`config.mk`:
```
export PLATFORM = sky130hd
export DESIGN_NAME = clk_enable_gen
export DESIGN_NICKNAME = d
export VERILOG_FILES = /design/src/rtl/clk_gen_pkg.sv /design/src/rtl/clk_div_channel.sv /design/src/rtl/clk_enable_gen.sv
export SDC_FILE = /design/constraint.sdc
export NUM_CORES = 1
export LEC_CHECK = 0
export ABC_AREA = 1
export CORE_MARGIN = 8
export CORE_UTILIZATION = 50
export CTS_CLUSTER_SIZE = 40
export DETAILED_ROUTE_END_ITERATION = 8
export PLACE_DENSITY_LB_ADDON = 0.08
export SYNTH_ARGS = -nofsm -noshare
export SYNTH_HDL_FRONTEND = slang
export SYNTH_SLANG_ARGS = --single-unit
```
`constraint.sdc`:
```
create_clock -name clk_signal -period 5.9 [get_ports clk_signal]
set_input_delay 0.59 -clock clk_signal [delete_from_list [all_inputs] [get_ports clk_signal]]
set_output_delay 0.59 -clock clk_signal [all_outputs]
set_load 0.01 [all_outputs]
```
`src/rtl/clk_gen_pkg.sv`:
```
// Shared parameters and types for the multi-channel clock-enable generator.
// Request fields are sized for the widest supported build: up to 256 channels, 32-bit ratios.
package clk_gen_pkg;

   localparam int          DIV_W_DEF       = 26;
   localparam int unsigned DEFAULT_DIV_DEF = 25_000_000;

   localparam int CFG_CH_W  = 8;
   localparam int CFG_DIV_W = 32;

   typedef struct packed {
      logic [CFG_CH_W-1:0]  ch;
      logic [CFG_DIV_W-1:0] div;
   } cfg_req_t;

   function automatic int ch_width(input int n);
      return (n > 1) ? $clog2(n) : 1;
   endfunction

endpackage

```
`src/rtl/clk_div_channel.sv`:
```
// One divider channel: counts 0..div-1, emits a one-cycle tick on terminal count and
// toggles clk_out. A new ratio is only taken at a period boundary so clk_out never glitches.
module clk_div_channel
   import clk_gen_pkg::*;
#(
   parameter int          DIV_W       = DIV_W_DEF,
   parameter int unsigned DEFAULT_DIV = DEFAULT_DIV_DEF
) (
   input  logic             clk_signal,
   input  logic             reset,
   input  logic             run_en,
   input  logic             sync_restart,
   input  logic             apply_req,
   input  logic [DIV_W-1:0] apply_div,
   output logic             boundary,
   output logic             tick,
   output logic             clk_out
);

   localparam logic [DIV_W-1:0] ONE = DIV_W'(1);

   logic [DIV_W-1:0] cnt;
   logic [DIV_W-1:0] div;
   logic             running;
   logic             term;

   assign running  = run_en && (div != '0);
   assign term     = running && (cnt == div - ONE);
   // Any edge where the current period ends or never started is a safe point to swap the ratio.
   assign boundary = sync_restart || !running || term;

   always_ff @(posedge clk_signal) begin
      if (reset) begin
         cnt     <= '0;
         div     <= DIV_W'(DEFAULT_DIV);
         tick    <= 1'b0;
         clk_out <= 1'b0;
      end else begin
         if (apply_req && boundary)
            div <= apply_div;

         if (sync_restart) begin
            cnt     <= '0;
            tick    <= 1'b0;
            clk_out <= 1'b0;
         end else if (!running) begin
            cnt  <= '0;
            tick <= 1'b0;
         end else if (term) begin
            cnt     <= '0;
            tick    <= 1'b1;
            clk_out <= ~clk_out;
         end else begin
            cnt  <= cnt + ONE;
            tick <= 1'b0;
         end
      end
   end

endmodule

```
`src/rtl/clk_enable_gen.sv`:
```
// Multi-channel clock-enable generator: a single pending ratio-update slot with a
// valid/ready handshake, the sync_restart fan-out, and NUM_CH divider channels.
module clk_enable_gen
   import clk_gen_pkg::*;
#(
   parameter  int          NUM_CH      = 4,
   parameter  int          DIV_W       = DIV_W_DEF,
   parameter  int unsigned DEFAULT_DIV = DEFAULT_DIV_DEF,
   localparam int          CH_W        = ch_width(NUM_CH)
) (
   input  logic              clk_signal,
   input  logic              reset,
   input  logic [NUM_CH-1:0] ch_en,
   input  logic              sync_restart,
   input  logic              cfg_valid,
   output logic              cfg_ready,
   input  logic [CH_W-1:0]   cfg_ch,
   input  logic [DIV_W-1:0]  cfg_div,
   output logic [NUM_CH-1:0] tick,
   output logic [NUM_CH-1:0] clk_out
);

   cfg_req_t          req;
   cfg_req_t          pend;
   logic              pend_valid;
   logic [NUM_CH-1:0] apply_sel;
   logic [NUM_CH-1:0] boundary;
   logic              pend_hit;
   logic              pend_miss;
   logic              unused_pend_div;

   always_comb begin
      req     = '0;
      req.ch  = CFG_CH_W'(cfg_ch);
      req.div = CFG_DIV_W'(cfg_div);
   end

   always_comb begin
      apply_sel = '0;
      for (int i = 0; i < NUM_CH; i++)
         apply_sel[i] = pend_valid && (pend.ch == CFG_CH_W'(i));
   end

   assign pend_hit  = |(apply_sel & boundary);
   // No channel matches: the index is out of range, so the update is simply dropped.
   assign pend_miss = pend_valid && !(|apply_sel);

   assign unused_pend_div = ^pend.div;

   always_ff @(posedge clk_signal) begin
      if (reset) begin
         pend_valid <= 1'b0;
         pend       <= '0;
         cfg_ready  <= 1'b0;
      end else if (cfg_valid && cfg_ready) begin
         pend_valid <= 1'b1;
         pend       <= req;
         cfg_ready  <= 1'b0;
      end else if (pend_hit || pend_miss) begin
         pend_valid <= 1'b0;
         cfg_ready  <= 1'b1;
      end else begin
         cfg_ready  <= !pend_valid;
      end
   end

   for (genvar g = 0; g < NUM_CH; g++) begin : g_ch
      clk_div_channel #(
         .DIV_W       (DIV_W),
         .DEFAULT_DIV (DEFAULT_DIV)
      ) u_ch (
         .clk_signal   (clk_signal),
         .reset        (reset),
         .run_en       (ch_en[g]),
         .sync_restart (sync_restart),
         .apply_req    (apply_sel[g]),
         .apply_div    (pend.div[DIV_W-1:0]),
         .boundary     (boundary[g]),
         .tick         (tick[g]),
         .clk_out      (clk_out[g])
      );
   end

endmodule

```
ff_map.png
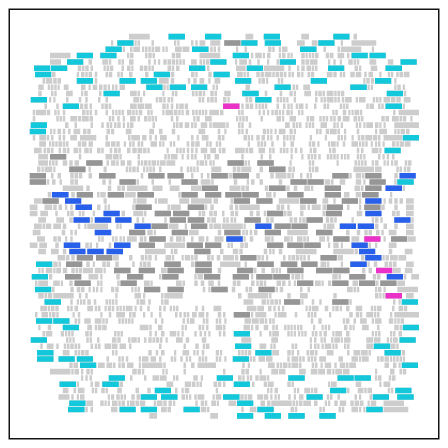
pend: shown in blue, sequential cells 28. g_ch.u_ch.clk_out: shown in magenta, sequential cells 4. g_ch.u_ch.cnt: shown in cyan, sequential cells 104, where spread over the die.

placed.png
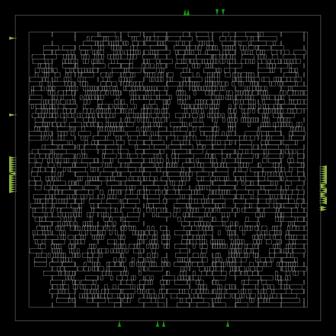
number of placement rows: 61
Seq Cell Count: 246
share of the core filled with cells in the final layout: 56.2%
sequential portion of the cell area: 31.5%
number of cells in the finished layout apart from fillers: 2530

clock_wires.png
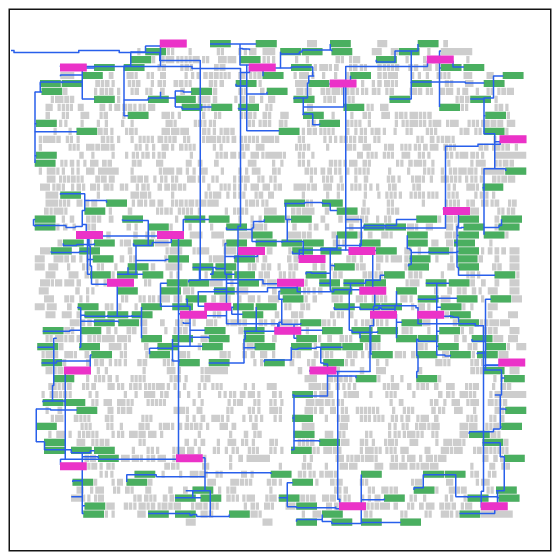
clock wires: shown in blue, length 3260 um. flip-flops: shown in green, count 246. clock-net drivers: shown in magenta, count 27.
Position of the flops: spread over the die.
Skew-Pair Late Insertion Delay: 0.54 ns
clock-net power: 1.78 mW
clock share of power: 47.0%
worst clock skew: 0.0127 ns

==> run summary <==
Final total power: 3.79 mW
Quantity of I/O buffers inserted on ports: 44
Max-Cap Viols: 0
Synth area leader: sky130_fd_sc_hd__dfxtp_1
Horizontal die dimension: 184 um
TritonCTS buffer count: 27
Summed instance area of the synthesized netlist: 14100 um^2
Count of nets left with antenna violations after detail routing: 0
Filler cell count in the final layout: 2783
Maximum operating frequency: 305 MHz
Slowest-stage cell, CP: sky130_fd_sc_hd__nand3_1
Part of the cycle the worst path needs: 55.6%
Result of the run: completed
Synth Net Count: 2166
Routed length on met2: 17000 um
Type of origin of the critical path: flop
Iteration tally of the first detailed-router pass: 5
YS chip area: 14100 um^2
Final Hold Fails: 0
Root Driver: sky130_fd_sc_hd__clkbuf_16
Multi-input logic area: 8000 um^2
Full die area: 33900 um^2
HPWL reported at the end of detailed placement: 28300 um
Final slew viol count: 0
DR WL met3: 1690 um
Post-CTS clock slew at the launch and capture registers of the worst setup and hold paths: 0.06 ns
Async set-or-reset flop fraction in the synthesized netlist: 0%
GRT Total Usage: 21.6%
Buffers from clock root to sink, at most: 3
Top area cell types: sky130_fd_sc_hd__dfxtp_1 (35%), sky130_fd_sc_hd__nand2_1 (13%), sky130_fd_sc_hd__nor2_1 (9.3%)
DIE HEIGHT: 184 um
Min cycle time layout: 3.28 ns
Number of enable flip-flop cells: 0
IO Pins: 45
Metal-1 WL: 18300 um
Maximum ir drop on the vdd rail: 0.225 mV
Hold buffer count at CTS: 0
FF/Latch Area: 4920 um^2
Ys Warns: 0
Share of post-route cells with drive strength above 1: 5.86%
Layout-stage area growth over the synthesis result: 10.7%
Worst hold path type: flop to flop
Vias in the first global route: 11774
CTS tree: built
Total of cells resized after clock tree synthesis: 0
Wire length per cell: 14.8 um
Leftover overflow at the end of global routing: 0
Sequential fraction of the synthesis area: 34.8%
Final setup vio count: 0
Clock net sink count: 246
Total negative slack: 0 ns
Delay of the slowest cell on the worst path: 0.76 ns
Power density cells: 242 nW/um^2
Maximum number of pins on one net before global-route repair: 82
Slew @ Worst Pin: 1.08 ns
Top cell type's share of synthesized area: 34.8%
Count of tool warnings: 30
Arrival time worst endpoint: 3.77 ns
Number of cells produced by synthesis: 2118
Number of violations reported at the end of detailed-routing iteration 0: 767
Top cell types by occurrence after synthesis: sky130_fd_sc_hd__nand2_1 (508), sky130_fd_sc_hd__nor2_1 (349), sky130_fd_sc_hd__dfxtp_1 (246), sky130_fd_sc_hd__inv_1 (223), sky130_fd_sc_hd__nand3_1 (119)
Number of nets in the layout: 2182
Maximum level of the CTS H-tree: 1
Type of destination of the critical path: flop
Critical path cell sequence: nor2_1 -> nand2_2 -> nor2_2 -> nand2_2 -> nor2_2 -> inv_1 -> nand2_1 -> nand3_1 -> nand3_1 -> nor2_1 -> nand3_2 -> nand3_1 -> a31oi_1 -> o21a_1
Leak pwr: 6.30 nW
Worst slack at placement: 2.12 ns
Crit-path max FO: 26
Floorplan Utilization: 50.8%
Top layer used by detailed routing: met4
Relative slew slack: 27.7%
layer usage:
| metal | global-route usage, % | vias to the layer above |
|---|---|---|
| met5 | 0 | - |
| met2 | 36.2 | 244 |
| met1 | 29.7 | 5810 |
| met4 | 4.07 | 0 |
| li1 | - | 6845 |
| met3 | 2.56 | 37 |
path summary, 6_finish.rpt:
kind	slack, ns	cells after the start	to	startpoint
hold reg to reg	0.46	1	g_ch[2].u_ch.clk_out$_SDFFE_PP0P_	g_ch[2].u_ch.clk_out$_SDFFE_PP0P_
hold / removal	0.46	1	g_ch[2].u_ch.clk_out$_SDFFE_PP0P_	g_ch[2].u_ch.clk_out$_SDFFE_PP0P_
setup reg to reg	2.62	14	g_ch[0].u_ch.cnt[24]$_SDFF_PP0_	g_ch[0].u_ch.div[2]$_SDFFE_PP0P_
setup / recovery	2.62	14	g_ch[0].u_ch.cnt[24]$_SDFF_PP0_	g_ch[0].u_ch.div[2]$_SDFFE_PP0P_
metrics by stage:
stage	instance area (um^2)	std cells
floorplan	14100	2118
global placement	14700	2483
detailed placement	14700	2483
CTS	15700	2530
global route	15700	2530
finish	15700	2530
logic make-up after synthesis:
kind of cell	Yosys count	share of synthesized area, %
flip-flops	246	34.8
XOR/XNOR	121	7.79
buffers and inverters	289	8.63
AND-OR/OR-AND	279	11.6
AND/OR/NAND/NOR	1171	36.1
adder cells (fa/ha/maj)	12	1.06
state kept, by name, summed over array words and instances, names as in the netlist:
name	count
pend_valid	1
g_ch.u_ch.cnt	104
g_ch.u_ch.tick	4
cfg_ready	1
g_ch.u_ch.clk_out	4
pend	28
g_ch.u_ch.div	104
layout by cell type, fill, tap and decap left out, types with 12 or more instances in the layout:
cell | netlist | layout
sky130_fd_sc_hd__o21ai_0 | 97 | 97
sky130_fd_sc_hd__dfxtp_1 | 246 | 246
sky130_fd_sc_hd__a21oi_1 | 106 | 106
sky130_fd_sc_hd__nor3_1 | 54 | 54
sky130_fd_sc_hd__nand3_1 | 119 | 119
sky130_fd_sc_hd__ha_1 | 12 | 12
sky130_fd_sc_hd__clkdlybuf4s50_1 | 0 | 44
sky130_fd_sc_hd__o211ai_2 | 13 | 13
sky130_fd_sc_hd__nand4_1 | 35 | 35
sky130_fd_sc_hd__o211ai_1 | 37 | 37
sky130_fd_sc_hd__nor2_2 | 22 | 22
sky130_fd_sc_hd__clkbuf_16 | 0 | 27
sky130_fd_sc_hd__nand2_1 | 508 | 508
sky130_fd_sc_hd__nor2_1 | 349 | 349
sky130_fd_sc_hd__xnor2_1 | 40 | 40
sky130_fd_sc_hd__inv_1 | 223 | 223
sky130_fd_sc_hd__nor3b_1 | 21 | 21
sky130_fd_sc_hd__xor2_1 | 78 | 78
cell type report:
type                    count  share of cell area, %
multi-input cells        1583                   51.1
clock buffers              38                   5.03
repair buffers             47                   2.96
well taps                 378                   3.02
flip-flops and latches    246                   31.5
clock inverters             9                  0.967
inverters                 229                   5.50
where the power goes:
group,switching (mW),leakage [nW],internal (mW)
registers,0.0487,1.99,1.70
clock network,0.685,0.460,1.10
logic,0.172,3.85,0.0925
Power and IR drop assume default switching activity.
